==> images/layer_met2.png <==
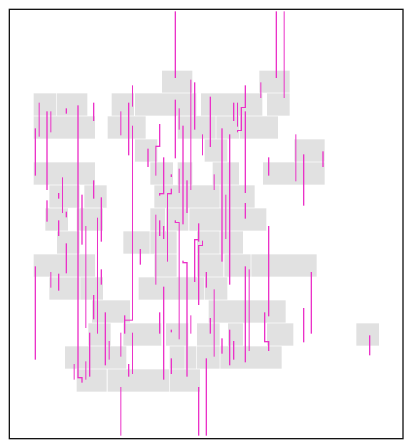
==> images/clk_routes.png <==
The bar under the picture is 10 microns long.
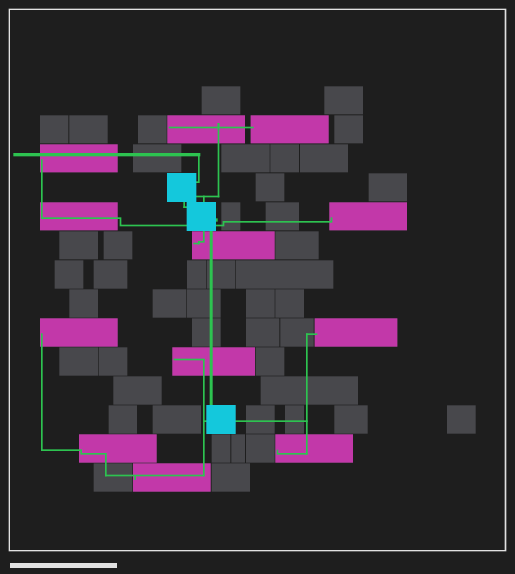
==> images/wires.png <==
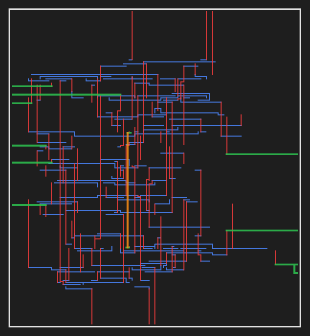
==> images/layer_met3.png <==
The bar under the picture is 10 microns long.
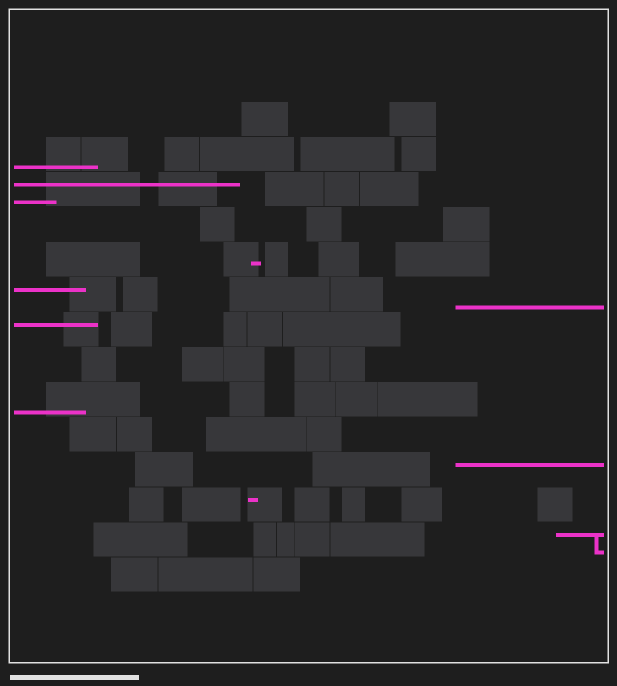
==> images/congestion.png <==
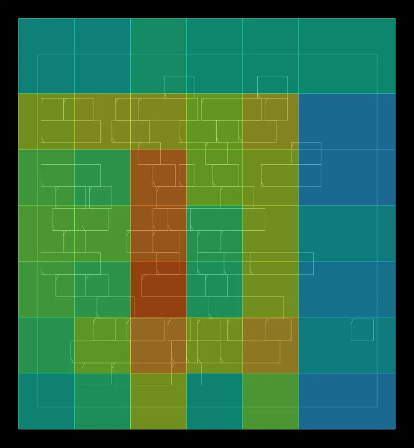
--- src/rtl/serial_frame_tx_pkg.sv ---
// Shared definitions for the serial frame transmitter: FSM state encoding
// and the bit-counter width derived from the word length.
package serial_frame_tx_pkg;

    typedef enum logic {
        ST_IDLE  = 1'b0,
        ST_SHIFT = 1'b1
    } state_t;

    // Counter must hold 0..width-1; width is at least 2, so this is never 0.
    function automatic int cnt_w(input int width);
        return $clog2(width);
    endfunction

endpackage

--- src/rtl/serial_frame_tx.sv ---
// Parallel-to-serial frame shifter. Words arrive on a valid/ready handshake
// and leave one bit per clock; a word offered during the last bit of the
// current word is chained in with no idle cycle, so the stream stays gap-free.
//
// Handshake: a word transfers on a rising edge where load_valid && load_ready
// && reset==1. load_ready depends only on registered state (idle, or last bit
// of a word), never on load_valid. A source seeing load_ready==0 must hold.
module serial_frame_tx
    import serial_frame_tx_pkg::*;
#(
    parameter int WIDTH     = 8,
    parameter bit MSB_FIRST = 1'b1,
    parameter bit IDLE_BIT  = 1'b0
) (
    input  logic             clk,
    input  logic             reset,
    input  logic [WIDTH-1:0] load_data,
    input  logic             load_valid,
    output logic             load_ready,
    output logic             serial_out,
    output logic             serial_valid,
    output logic             busy,
    output logic             frame_done
);

    localparam int               CNT_W    = cnt_w(WIDTH);
    localparam logic [CNT_W-1:0] CNT_LAST = CNT_W'(WIDTH - 1);

    state_t             state_q, state_d;
    logic [CNT_W-1:0]   cnt_q, cnt_d;
    logic [WIDTH-1:0]   sh_q, sh_d;
    logic               last_bit;
    logic               accept;
    logic [WIDTH-1:0]   sh_shifted;

    // Output decode and handshake, from registered state only.
    always_comb begin
        last_bit     = (state_q == ST_SHIFT) && (cnt_q == CNT_LAST);
        load_ready   = (state_q == ST_IDLE) || last_bit;
        accept       = load_valid && load_ready;
        serial_valid = (state_q == ST_SHIFT);
        busy         = (state_q == ST_SHIFT);
        frame_done   = last_bit;
        serial_out   = IDLE_BIT;
        if (state_q == ST_SHIFT) begin
            serial_out = MSB_FIRST ? sh_q[WIDTH-1] : sh_q[0];
        end
        sh_shifted = MSB_FIRST ? {sh_q[WIDTH-2:0], 1'b0} : {1'b0, sh_q[WIDTH-1:1]};
    end

    // Next-state logic: load on transfer, shift mid-word, chain or stop at the last bit.
    always_comb begin
        state_d = state_q;
        cnt_d   = cnt_q;
        sh_d    = sh_q;
        case (state_q)
            ST_IDLE: begin
                if (accept) begin
                    sh_d    = load_data;
                    cnt_d   = '0;
                    state_d = ST_SHIFT;
                end
            end
            ST_SHIFT: begin
                if (!last_bit) begin
                    sh_d  = sh_shifted;
                    cnt_d = cnt_q + CNT_W'(1);
                end else if (accept) begin
                    sh_d  = load_data;
                    cnt_d = '0;
                end else begin
                    cnt_d   = '0;
                    state_d = ST_IDLE;
                end
            end
            default: begin
                state_d = ST_IDLE;
                cnt_d   = '0;
            end
        endcase
    end

    // State register; reset drops any partial word and blocks a same-edge transfer.
    always_ff @(posedge clk) begin
        if (!reset) begin
            state_q <= ST_IDLE;
            cnt_q   <= '0;
            sh_q    <= '0;
        end else begin
            state_q <= state_d;
            cnt_q   <= cnt_d;
            sh_q    <= sh_d;
        end
    end

endmodule

--- config.mk ---
export PLATFORM = sky130hd
export DESIGN_NAME = serial_frame_tx
export DESIGN_NICKNAME = d
export VERILOG_FILES = /design/src/rtl/serial_frame_tx_pkg.sv /design/src/rtl/serial_frame_tx.sv
export SDC_FILE = /design/constraint.sdc
export NUM_CORES = 1
export LEC_CHECK = 0
export CAP_MARGIN = 20
export CORE_ASPECT_RATIO = 1.1
export CORE_MARGIN = 2
export CORE_UTILIZATION = 30
export CTS_CLUSTER_SIZE = 40
export DETAILED_ROUTE_END_ITERATION = 8
export DONT_BUFFER_PORTS = 1
export GPL_ROUTABILITY_DRIVEN = 0
export HOLD_SLACK_MARGIN = 0.12
export PLACE_DENSITY = 0.5
export SLEW_MARGIN = 20
export SYNTH_ARGS = -nofsm -noshare
export SYNTH_HDL_FRONTEND = slang
export SYNTH_SLANG_ARGS = --single-unit
export TNS_END_PERCENT = 10
--- constraint.sdc ---
create_clock -name clk -period 1.3 [get_ports clk]
set_input_delay 0.325 -clock clk [delete_from_list [all_inputs] [get_ports clk]]
set_output_delay 0.325 -clock clk [all_outputs]
set_load 0.02 [all_outputs]
==> results.yml <==
# flow metrics
yosys:
  synth.cell_area_sq_um: 593
  fp_nets: 70
  avgSynthCellArea_sq_um: 10.4
  ys_types: 18
  ys_cells: 57
  yosysWarningCount: 0
  xor_area_frac: 0
  ys_ff: 12
  ys_sh_simple: 0.215
  ys_sh_mux: 0.135
  adder_share: 0.0422
  synthTopLogicFamily: "simple AND/OR/NAND/NOR gates"
  synth_cells: 57
final_layout:
  n_antenna_cell: 0
  post_route_cells_drive_above_1_share: 0.410
  fillers: 189
  stdcell_count: 88
  synthToLayoutAreaGrowth_pct: 22.2
  finalNetCount: 76
  stdcell_area_sq_um: 724
setup_path:
  cp_num_buf_inv: 1
  required_ps: 980
  worst_ep_arrival_time_ps: 1240
  path_delay_family: "flip-flops"
  cpMostUsedCell: "ha_4"
  crit_type: "reg2out"
  cp_num_cells: 4
  slowest_delay_ps: 350
  path_cells: "ha_4 -> ha_4 -> and2b_2 -> inv_6"
job:
  warnings: 29
  max_cap_violations: 0
detailed_routing:
  drc: 0
  drtAntennaViolNets: 0
  drt_iter0_drc: 5
  wl_per_cell_microns: 13.7
  viasPerCell: 4.94
  drt-pass1-iter-count: 2
  finalWirelength_mm: 1.20
  dr_total_vias: 435
power_and_ir_drop:
  pwr-share-clk: 0.307
  switchingPower_mw: 0.190
  power.internal_mw: 0.555
  swShare: 0.255
  p_seq_frac: 0.560
  finalPower_mw: 0.744
  power_density_nw_per_um2: 1030
  vdd_ir_drop_max_mv: 0.631
  combPwrFrac: 0.133
final_timing:
  fin_crit_ps: 1570
  worst_pin_slew_ps: 351
  fin_crit_sh: 1.21
  hold_slack_ps: 181
  setup_violations: 4
  rsz0062_at_grt: "yes"
  setup_slack_ps: -268
  slew_violations: 0
  timing.setup.tns_ps: -577
  relSlewSlack: 0.766
worst_hold_path:
  hp-class: "in2reg"
clock_network:
  cts_tree: "built"
  cts_buffer_depth: 2
  clk_latency_ps: 270
  postCtsHoldBufs: 0
  cts-root-buf: "clkbuf_4"
  cts_setup_buffers: 1
  post_cts_resized: 10
  cts_buffers: 3
  numClockSinks: 12
die:
  dieWidth_microns: 46.4
  fp.dieH_microns: 50.6
  die_area_sq_um: 2350
  coreArea_sq_um: 1820
  initCoreUtil: 0.326
  rows: 16
grt:
  overflow: 0
  antenna_found_initial: 0
  grt_pass1_vias: 428
  grt_pass1_wl_mm: 1.88
  grtUsageMet2: 0.150
  grtUsageMet3: 0.0252
  grt_max_degree: 18
placed_design:
  portBuffers: 0
  dp_hpwl_microns: 814
  placed_cell_area_sq_um: 631
  place_worst_setup_slack_ps: -105
  dp_cells: 84
outcome:
  violations: "setup timing"
  status: "finished, violations left"
Notes on layer_met2.png above:
wire length on this layer: 533 microns
share of all routed wire: 44%
main direction: vertical
nets with wire on the layer: 63
longest straight run: 32.1 microns

Notes on clk_routes.png above:
[clock wires] green | length: 172 microns
[flip-flops] magenta | count: 12
[clock drivers] cyan | count: 3
routed clock nets: 4

Notes on wires.png above:
| layer | colour | wire length |
|---|---|---|
| metal 4 | orange | 18.4 microns |
| metal 1 | blue | 580 microns |
| metal 2 | red | 533 microns |
| metal 3 | green | 71.5 microns |

Notes on layer_met3.png above:
longest straight run: 17.2 microns
nets with wire on the layer: 10
share of all routed wire: 5.9%
main direction: horizontal
wire length on this layer: 71.5 microns

Notes on congestion.png above:
GR peak layer: met1
met1 Track Usage GR: 0.155
Layout Utilization: 0.398
Overall Global Routing Usage: 0.110

[synth_stat cells]
library cell  count  share of area
mux2i_1           8           0.14
nor3b_1           7          0.089
buf_4             3          0.038
a211oi_1          7          0.089
inv_1             1         0.0063
o21a_1            1          0.013
or3b_2            2          0.030
clkbuf_1          1         0.0063
a21oi_1           3          0.025
inv_2             1         0.0063
dfxtp_1          12           0.41
nand3b_1          2          0.025
and2_1            2          0.021
and2b_1           1          0.013
ha_1              2          0.042
nor3_1            1         0.0084
or3b_1            2          0.030
buf_6             1          0.019
[registers in the layout, summed over array words and instances, names as in the netlist]
| signal | count |
|---|---|
| sh_q | 8 |
| busy | 1 |
| cnt_q | 3 |
[area by class of cell]
class,instances,area (sq um),share of cell area
well taps,27,33.8,0.0466
inverters,2,12.5,0.0173
flip-flops and latches,12,244,0.337
clock buffers,3,22.5,0.0311
repair buffers,6,48.8,0.0674
multi-input cells,38,363,0.501
[layer usage]
metal / wire length, microns / up-vias
met2: 533 / 11
met4: 18 / 0
met1: 580 / 202
li1: - / 220
met5: 0 / -
met3: 71 / 2
[final timing paths]
check / from / end / slack (ps)
worst min register to register: sh_q[0] / sh_q[0] / 540
worst min-delay path: reset / busy / 180
worst max-delay path: cnt_q[1] / load_ready / -270
worst max register to register: cnt_q[0] / cnt_q[0] / -30
[placed cells by master, fill, tap and decap left out, drive strengths merged]
master  instances
a211oi          7
a21oi           3
and2            2
and2b           1
buf             6
clkbuf          3
dfxtp          12
ha              2
inv             2
mux2i           8
nand3b          2
nor3            1
nor3b           7
o21a            1
or3b            4
[power groups by stage]
stage	sequential [mW]	clock (mW)	combinational, mW
finish	0.417	0.229	0.0988
floorplan	0.417	0	0.0850
detailed placement	0.422	0	0.0910
CTS	0.415	0.233	0.0962
global placement	0.421	0	0.0916
global route	0.421	0.246	0.108
No activity file was given, so power comes from the tool's default toggle rates.
